### src/rtl/cpu_pkg.sv
// rtl/cpu_pkg.sv - shared opcodes, sequencer states and control-word bit indices
package cpu_pkg;

  localparam logic [3:0] OP_LDA = 4'b0000;
  localparam logic [3:0] OP_ADD = 4'b0001;
  localparam logic [3:0] OP_SUB = 4'b0010;
  localparam logic [3:0] OP_JMP = 4'b0011;
  localparam logic [3:0] OP_OUT = 4'b1110;
  localparam logic [3:0] OP_HLT = 4'b1111;

  // T1..T6 live in the ring counter; the enum only separates its activity from IDLE/HALT.
  typedef enum logic [1:0] {
    ST_IDLE   = 2'd0,
    ST_ACTIVE = 2'd1,
    ST_HALT   = 2'd2
  } seq_state_t;

  localparam int T_W = 6;
  localparam int T1  = 0;
  localparam int T2  = 1;
  localparam int T3  = 2;
  localparam int T4  = 3;
  localparam int T5  = 4;
  localparam int T6  = 5;

  localparam int CW_W        = 13;
  localparam int CW_PC_CP    = 0;
  localparam int CW_PC_EP    = 1;
  localparam int CW_PC_LP    = 2;
  localparam int CW_MAR_LOAD = 3;
  localparam int CW_RAM_OE   = 4;
  localparam int CW_IR_LOAD  = 5;
  localparam int CW_IR_OE    = 6;
  localparam int CW_A_LOAD   = 7;
  localparam int CW_A_OE     = 8;
  localparam int CW_B_LOAD   = 9;
  localparam int CW_ALU_OE   = 10;
  localparam int CW_ALU_SUB  = 11;
  localparam int CW_OUT_LOAD = 12;

  // Opcodes with nothing to do in T5/T6 (JMP, OUT and every NOP).
  function automatic logic is_short(input logic [3:0] op);
    return !(op == OP_LDA || op == OP_ADD || op == OP_SUB || op == OP_HLT);
  endfunction

endpackage

### src/rtl/ring_counter.sv
// rtl/ring_counter.sv - one-hot T-state shifter with synchronous clear, advance and wrap-to-T1
module ring_counter
  import cpu_pkg::*;
(
  input  logic           clk,
  input  logic           clear,
  input  logic           advance,
  input  logic           wrap,
  output logic [T_W-1:0] t
);

  always_ff @(posedge clk) begin
    if (clear) begin
      t <= '0;
    end else if (wrap) begin
      t <= {{(T_W-1){1'b0}}, 1'b1};
    end else if (advance) begin
      t <= {t[T_W-2:0], 1'b0};
    end
  end

endmodule

### src/rtl/controller_sequencer.sv
// rtl/controller_sequencer.sv - T-state sequencer and control-word decode for the 8-bit bus CPU
module controller_sequencer
  import cpu_pkg::*;
#(
  parameter bit EARLY_END = 1'b0
) (
  input  logic       clk,
  input  logic       rst,
  input  logic       run,
  input  logic [3:0] opcode,
  output logic       pc_cp,
  output logic       pc_ep,
  output logic       pc_lp,
  output logic       mar_load,
  output logic       ram_oe,
  output logic       ir_load,
  output logic       ir_oe,
  output logic       a_load,
  output logic       a_oe,
  output logic       b_load,
  output logic       alu_oe,
  output logic       alu_sub,
  output logic       out_load,
  output logic [5:0] t_state,
  output logic       halted,
  output logic       instr_done
);

  seq_state_t      state;
  logic [T_W-1:0]  t;
  logic            last;
  logic            hlt_now;
  logic            rc_clear;
  logic            rc_adv;
  logic            rc_wrap;
  logic [CW_W-1:0] cw;

  assign last    = t[T6] | (t[T4] & EARLY_END & is_short(opcode));
  assign hlt_now = t[T4] & (opcode == OP_HLT);

  always_comb begin
    rc_clear = 1'b0;
    rc_adv   = 1'b0;
    rc_wrap  = 1'b0;
    if (rst) begin
      rc_clear = 1'b1;
    end else begin
      case (state)
        ST_IDLE:   rc_wrap = run;
        ST_ACTIVE: begin
          if (hlt_now)   rc_clear = 1'b1;
          else if (last) begin
            rc_wrap  = run;
            rc_clear = !run;
          end else       rc_adv = 1'b1;
        end
        default:   rc_clear = 1'b1;
      endcase
    end
  end

  ring_counter u_ring (
    .clk     (clk),
    .clear   (rc_clear),
    .advance (rc_adv),
    .wrap    (rc_wrap),
    .t       (t)
  );

  always_ff @(posedge clk) begin
    if (rst) begin
      state <= ST_IDLE;
    end else begin
      case (state)
        ST_IDLE:   if (run) state <= ST_ACTIVE;
        ST_ACTIVE: begin
          if (hlt_now)           state <= ST_HALT;
          else if (last && !run) state <= ST_IDLE;
        end
        ST_HALT:   state <= ST_HALT;
        default:   state <= ST_IDLE;
      endcase
    end
  end

  always_comb begin
    cw = '0;
    if (state == ST_ACTIVE) begin
      if (t[T1]) begin
        cw[CW_PC_EP]    = 1'b1;
        cw[CW_MAR_LOAD] = 1'b1;
      end
      if (t[T2]) cw[CW_PC_CP] = 1'b1;
      if (t[T3]) begin
        cw[CW_RAM_OE]  = 1'b1;
        cw[CW_IR_LOAD] = 1'b1;
      end
      if (t[T4]) begin
        case (opcode)
          OP_LDA, OP_ADD, OP_SUB: begin
            cw[CW_IR_OE]    = 1'b1;
            cw[CW_MAR_LOAD] = 1'b1;
          end
          OP_JMP: begin
            cw[CW_IR_OE] = 1'b1;
            cw[CW_PC_LP] = 1'b1;
          end
          OP_OUT: begin
            cw[CW_A_OE]     = 1'b1;
            cw[CW_OUT_LOAD] = 1'b1;
          end
          default: ;
        endcase
      end
      if (t[T5]) begin
        case (opcode)
          OP_LDA: begin
            cw[CW_RAM_OE] = 1'b1;
            cw[CW_A_LOAD] = 1'b1;
          end
          OP_ADD, OP_SUB: begin
            cw[CW_RAM_OE] = 1'b1;
            cw[CW_B_LOAD] = 1'b1;
          end
          default: ;
        endcase
      end
      if (t[T6] && (opcode == OP_ADD || opcode == OP_SUB)) begin
        cw[CW_ALU_OE]  = 1'b1;
        cw[CW_A_LOAD]  = 1'b1;
        cw[CW_ALU_SUB] = (opcode == OP_SUB);
      end
    end
  end

  assign pc_cp      = cw[CW_PC_CP];
  assign pc_ep      = cw[CW_PC_EP];
  assign pc_lp      = cw[CW_PC_LP];
  assign mar_load   = cw[CW_MAR_LOAD];
  assign ram_oe     = cw[CW_RAM_OE];
  assign ir_load    = cw[CW_IR_LOAD];
  assign ir_oe      = cw[CW_IR_OE];
  assign a_load     = cw[CW_A_LOAD];
  assign a_oe       = cw[CW_A_OE];
  assign b_load     = cw[CW_B_LOAD];
  assign alu_oe     = cw[CW_ALU_OE];
  assign alu_sub    = cw[CW_ALU_SUB];
  assign out_load   = cw[CW_OUT_LOAD];
  assign t_state    = (state == ST_ACTIVE) ? t : '0;
  assign halted     = (state == ST_HALT);
  assign instr_done = (state == ST_ACTIVE) & last;

endmodule

### config.mk
export PLATFORM = sky130hd
export DESIGN_NAME = controller_sequencer
export DESIGN_NICKNAME = d
export VERILOG_FILES = /design/src/rtl/cpu_pkg.sv /design/src/rtl/ring_counter.sv /design/src/rtl/controller_sequencer.sv
export SDC_FILE = /design/constraint.sdc
export NUM_CORES = 1
export LEC_CHECK = 0
export CORE_MARGIN = 5
export CORE_UTILIZATION = 44
export CTS_BUF_LIST = sky130_fd_sc_hd__clkbuf_8
export DETAILED_ROUTE_END_ITERATION = 10
export GPL_TIMING_DRIVEN = 0
export PLACE_DENSITY = 0.87
export SYNTH_ARGS = -nofsm -noshare
export SYNTH_HDL_FRONTEND = slang
export SYNTH_HIERARCHICAL = 1
export SYNTH_SLANG_ARGS = --single-unit
### constraint.sdc
create_clock -name clk -period 4.8 [get_ports clk]
set_input_delay 1.44 -clock clk [delete_from_list [all_inputs] [get_ports clk]]
set_output_delay 1.44 -clock clk [all_outputs]
set_load 0.01 [all_outputs]
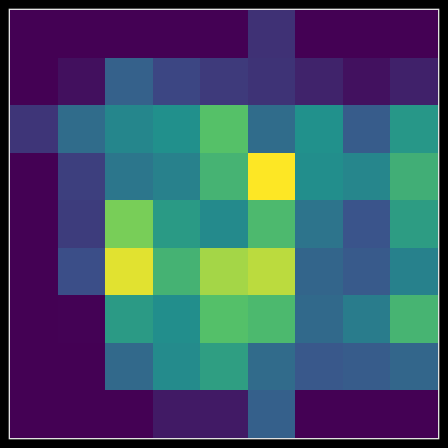
*Routed metal per tile*
9 x 9 tiles, from dark purple (low) to yellow (high), scaled to the fullest tile. Values are wire area over tile area, all layers added.
The mean over all tiles is 0.10. The emptiest ninth of the die: lower left. The fullest tile reaches 0.34. The densest ninth of the die: centre.

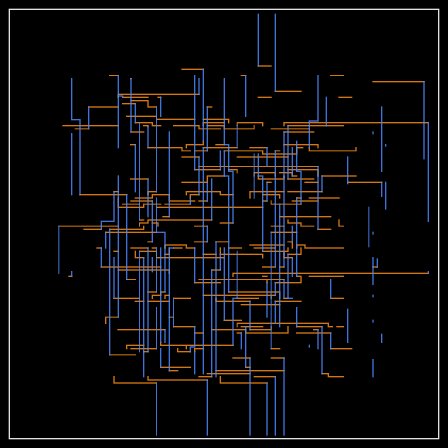
*Signal wires by layer*
Two of the layers only.
Blue marks metal 2, wire length 650 um. Orange marks metal 1, wire length 577 um.

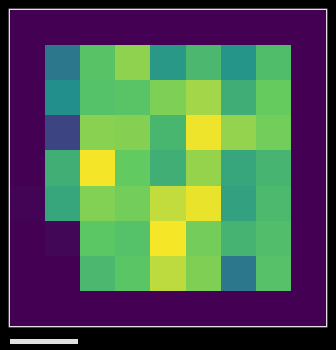
*Cell area per tile*
Scale bar: 10 um. 9 x 9 tiles, from dark purple (low) to yellow (high), 0 to 100% covered.
The emptiest ninth of the die: lower left. The mean over all tiles is 42%. 25% of the tiles are over 75% full. The densest ninth of the die: centre.

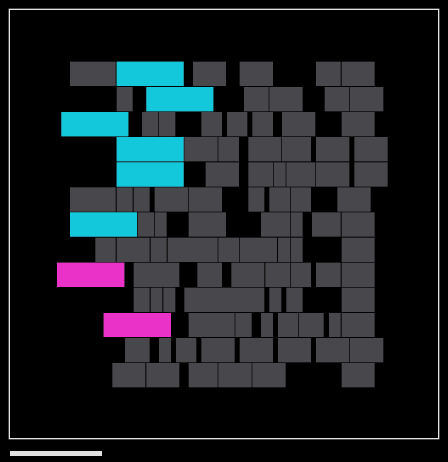
*Register map, names as in the netlist*
Scale bar: 10 um.
Magenta marks state, sequential cells 2. Cyan marks u_ring/t, sequential cells 6.
Sequential cell area: 160 um^2
utilization after layout: 71.9%
proportion of cell area occupied by registers: 17.6%
power in sequential cells: 0.0695 mW

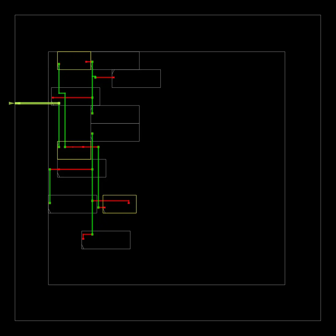
*Clock routing*
number of buffers added by the clock tree synthesis step: 3
sink count of the clock tree: 8

==> notes.md <==
The full implementation flow was run.

The flow ran to the end, and the final reports show no timing, DRC or antenna violations. The worst setup path is launched from an input port. The number of distinct standard cells referenced by the synthesized netlist stands at 27.

The area recorded from the Yosys report for this design is 582 um^2. The worst setup path is captured at an output port. The initial antenna violation count stands at 0.

The tree is rooted in a clkbuf_8. The cell that appears most often on the critical path is clkdlybuf4s50_1. The number of global-route vias before repair is 526. The number of maximum-capacitance constraint violations stands at 0.

The number of levels the H-tree was split into stands at 1. The number of gates resized after cts stands at 0. The count of tool warnings stands at 26. Counting flops with an async set or reset pin after synthesis yields a share of 0%. At the floorplan stage, the core utilization is reported as 45.9%. The cell area after synthesis stands at 582 um^2. The fill cell total of the finished layout stands at 113.

The final worst slack stands at 0.159 ns. The number of cells in the yosys synthesis report stands at 67. Per STA, the worst path accumulates the most delay in the family buffers and inverters. The synthesis stat section lists a flop and latch total of 8. The worst setup path is of the in2out kind.

Relative to the synthesized area, the layout overhead comes to 56.8%. The register area share after synthesis stands at 27.5%. The script extracted a total leakage power of 0.351 nW.

The total area inside the core boundary comes to 1270 um^2. The via count normalized by instance count stands at 5.14. In this run the full chip footprint comes out at 2150 um^2. The flow reports an fmax of 215 MHz. The overall die height stands at 46.4 um. The DRC violation total left in the routed layout is recorded as 0. For this run, the total global-route usage over all layers was measured as 14.7%. Dividing total power by cell area gives a power density of 187 nW/um^2.

The horizontal die dimension stands at 46.4 um. Counting pins that exceed their max-slew limit in the final report gives 0. The clock transition at the registers of the reported paths stands at 0.04 ns.

The routed wire length stands at 1.36 mm. The clock arrives with 0.00395 ns of skew. Listed in order, past its start point the critical path passes clkdlybuf4s50_1, or2b_1, nor3_1, buf_4, clkdlybuf4s50_1. The final count of negative-setup-slack endpoints stands at 0.

In this run the tool buffered the top-level ports with 27 buffer cells. Counting every net in the synthesized netlist gives 74. According to the hold report, the worst path is of the reg2reg type. Looking at area per cell type in the netlist, the leader is dfxtp_1. Of all nets on the critical path, the largest fanout is 6. Among all cell types in the netlist, the one instantiated most often is dfxtp_1. The wire length of the first global-routing pass stands at 2.35 mm. In the final report, the number of hold violations comes to 0.

The first TritonRoute pass finished after 4 iterations. TritonCTS built the clock tree. Per STA, the startpoint of the critical path is opcode[1].

Looking at the critical path, the single cell with the biggest stage delay is clkdlybuf4s50_1. For the worst reg-to-reg path, the startpoint reported by OpenROAD is u_ring/t[3]$_SDFFE_PP0P_. Setup repair after global routing left no endpoint under its margin.

28 I/O pins were placed. The max-slew check reports its worst relative slack as 68.5%. Counting the warning lines in the Yosys log gives 6. For this run, the post-layout net count is 106.

Per the synthesis report, the single largest cell type by area occupies 27.5% of cell area. VDD sags by at most 0.000161 V. Clock latency on the worst-skew pair, taken at its later pin, is 0.22 ns. The placer's final routability congestion estimate stands at 0.787. The proportion of layout cells with a drive suffix above 1 stands at 15.5%.

The report lists the number of standard-cell rows as 13. Dividing the synthesized area by the synthesized cell count gives 8.68 um^2. The first-iteration detailed-routing DRC count stands at 2.

The largest single stage delay on the critical path is 0.58 ns. STA lists the startpoint of the worst hold path as u_ring/t[0]$_SDFFE_PP0P_. The post-synth tally of flip-flops with integrated enable stands at 0.

The number of routed nets with antenna violations stands at 0. The total congestion overflow stands at 0. For the worst setup path, the data required time is 3.36 ns. The setup TNS stands at 0 ns. The slew at the pin closest to its max-slew limit stands at 0.471 ns. The synthesized instance count stands at 67.

TritonRoute output was used to compute an average wire per cell of 12.1 um. Counting instances in the post-synthesis netlist gives the leading cell types as 8 x dfxtp_1, 7 x and2_1, 7 x nor3_1, 6 x mux2i_1. The post-CTS repair timing setup buffer count stands at 0. The final clock period utilization by the worst path stands at 96.7%. By area the synthesized netlist is led by dfxtp_1 28%, mux2i_1 10%, and2_1 7.5%. The total vias in the final route stands at 576.

The clock period minus worst slack stands at 4.64 ns. Prior to clock tree synthesis, the placed netlist has a worst setup slack of 0.135 ns. Entering global routing, the biggest net connects 9 pins. The clock tree buffer depth stands at 2.

The quantity of hold-fixing buffers added after cts stands at 0. For this run, the script counts the antenna cells in the layout as 0.
per-stage QoR:
stage / hold WS, ns / instances / utilization [%] / cell area [um^2] / total power, mW
final: 0.485 / 112 / 71.9 / 912 / 0.171
after floorplan: 0.458 / 67 / - / 582 / 0.0833
after global routing: 0.526 / 112 / 71.9 / 912 / 0.180
after global placement: 0.477 / 109 / 68.6 / 871 / 0.0942
after detailed placement: 0.481 / 109 / 68.6 / 871 / 0.0949
after CTS: 0.488 / 112 / 71.9 / 912 / 0.175
tightest hold or removal path: stages (launching register included):
cell and delay (ns):
dfxtp_1 0.31, nand2b_1 0.07, a21oi_1 0.06
path summary, 6_finish.rpt:
check	endpoint	slack (ns)	depth (start not counted)
max reg2reg	u_ring/t[2]$_SDFFE_PP0P_	3.29	6
max	out_load	0.16	5
min reg2reg	u_ring/t[0]$_SDFFE_PP0P_	0.48	2
min	u_ring/t[0]$_SDFFE_PP0P_	0.48	2
layer usage:
metal  share of wire [%]  track usage, %
met1                  43            20.0
met2                  48            22.8
met3                 9.6            1.56
met4                   0            6.82
met5                   0               0
power by group:
group	leakage [nW]	internal [mW]	total, mW	switching (mW)
combinational	0.264	0.0133	0.0243	0.0109
sequential	0.0649	0.0681	0.0695	0.00145
clock	0.0216	0.0540	0.0771	0.0231
flip-flops by register name, summed over array words and instances (netlist names):
register	count
u_ring/t	6
state	2
cell families (layout without fill, tap and decap cells):
logic type | Yosys count | after routing | synth area share (%)
and+or+nand+nor | 36 | 36 | 41.7
AOI/OAI and AO/OA | 8 | 8 | 9.25
DFF | 8 | 8 | 27.5
buffers and inverters | 8 | 38 | 9.68
muxes | 6 | 6 | 10.3
xor gates and xnor gates | 1 | 1 | 1.51
layout by cell type (no fill, tap or decap), drive strengths merged:
| cell type | netlist | routed |
|---|---|---|
| buf | 6 | 6 |
| nand4 | 1 | 1 |
| nand2b | 1 | 1 |
| and2b | 1 | 1 |
| inv | 2 | 2 |
| nor2b | 3 | 3 |
| a21oi | 2 | 2 |
| nor2 | 4 | 4 |
| dfxtp | 8 | 8 |
| o21ai | 2 | 2 |
| and2 | 7 | 7 |
| and3 | 1 | 1 |
| and3b | 1 | 1 |
| xnor2 | 1 | 1 |
| o211ai | 1 | 1 |
| a31o | 2 | 2 |
| or2b | 1 | 1 |
| mux2i | 6 | 6 |
| and4b | 1 | 1 |
| nand3b | 1 | 1 |
| nand2 | 5 | 5 |
| clkdlybuf4s50 | 0 | 27 |
| nor4b | 2 | 2 |
| clkbuf | 0 | 3 |
| nor3 | 7 | 7 |
| a41oi | 1 | 1 |
area by class of cell:
| class | count | area, um^2 | share of cell area (%) |
|---|---|---|---|
| plain buffers | 6 | 48.8 | 5.35 |
| clock buffers | 3 | 41.3 | 4.53 |
| inverters | 2 | 7.51 | 0.823 |
| multi-input cells | 51 | 365 | 40.1 |
| flip-flops and latches | 8 | 160 | 17.6 |
| well taps | 15 | 18.8 | 2.06 |
| repair buffers | 27 | 270 | 29.6 |
Power figures rest on the tool's default switching activity, not on a simulated workload.
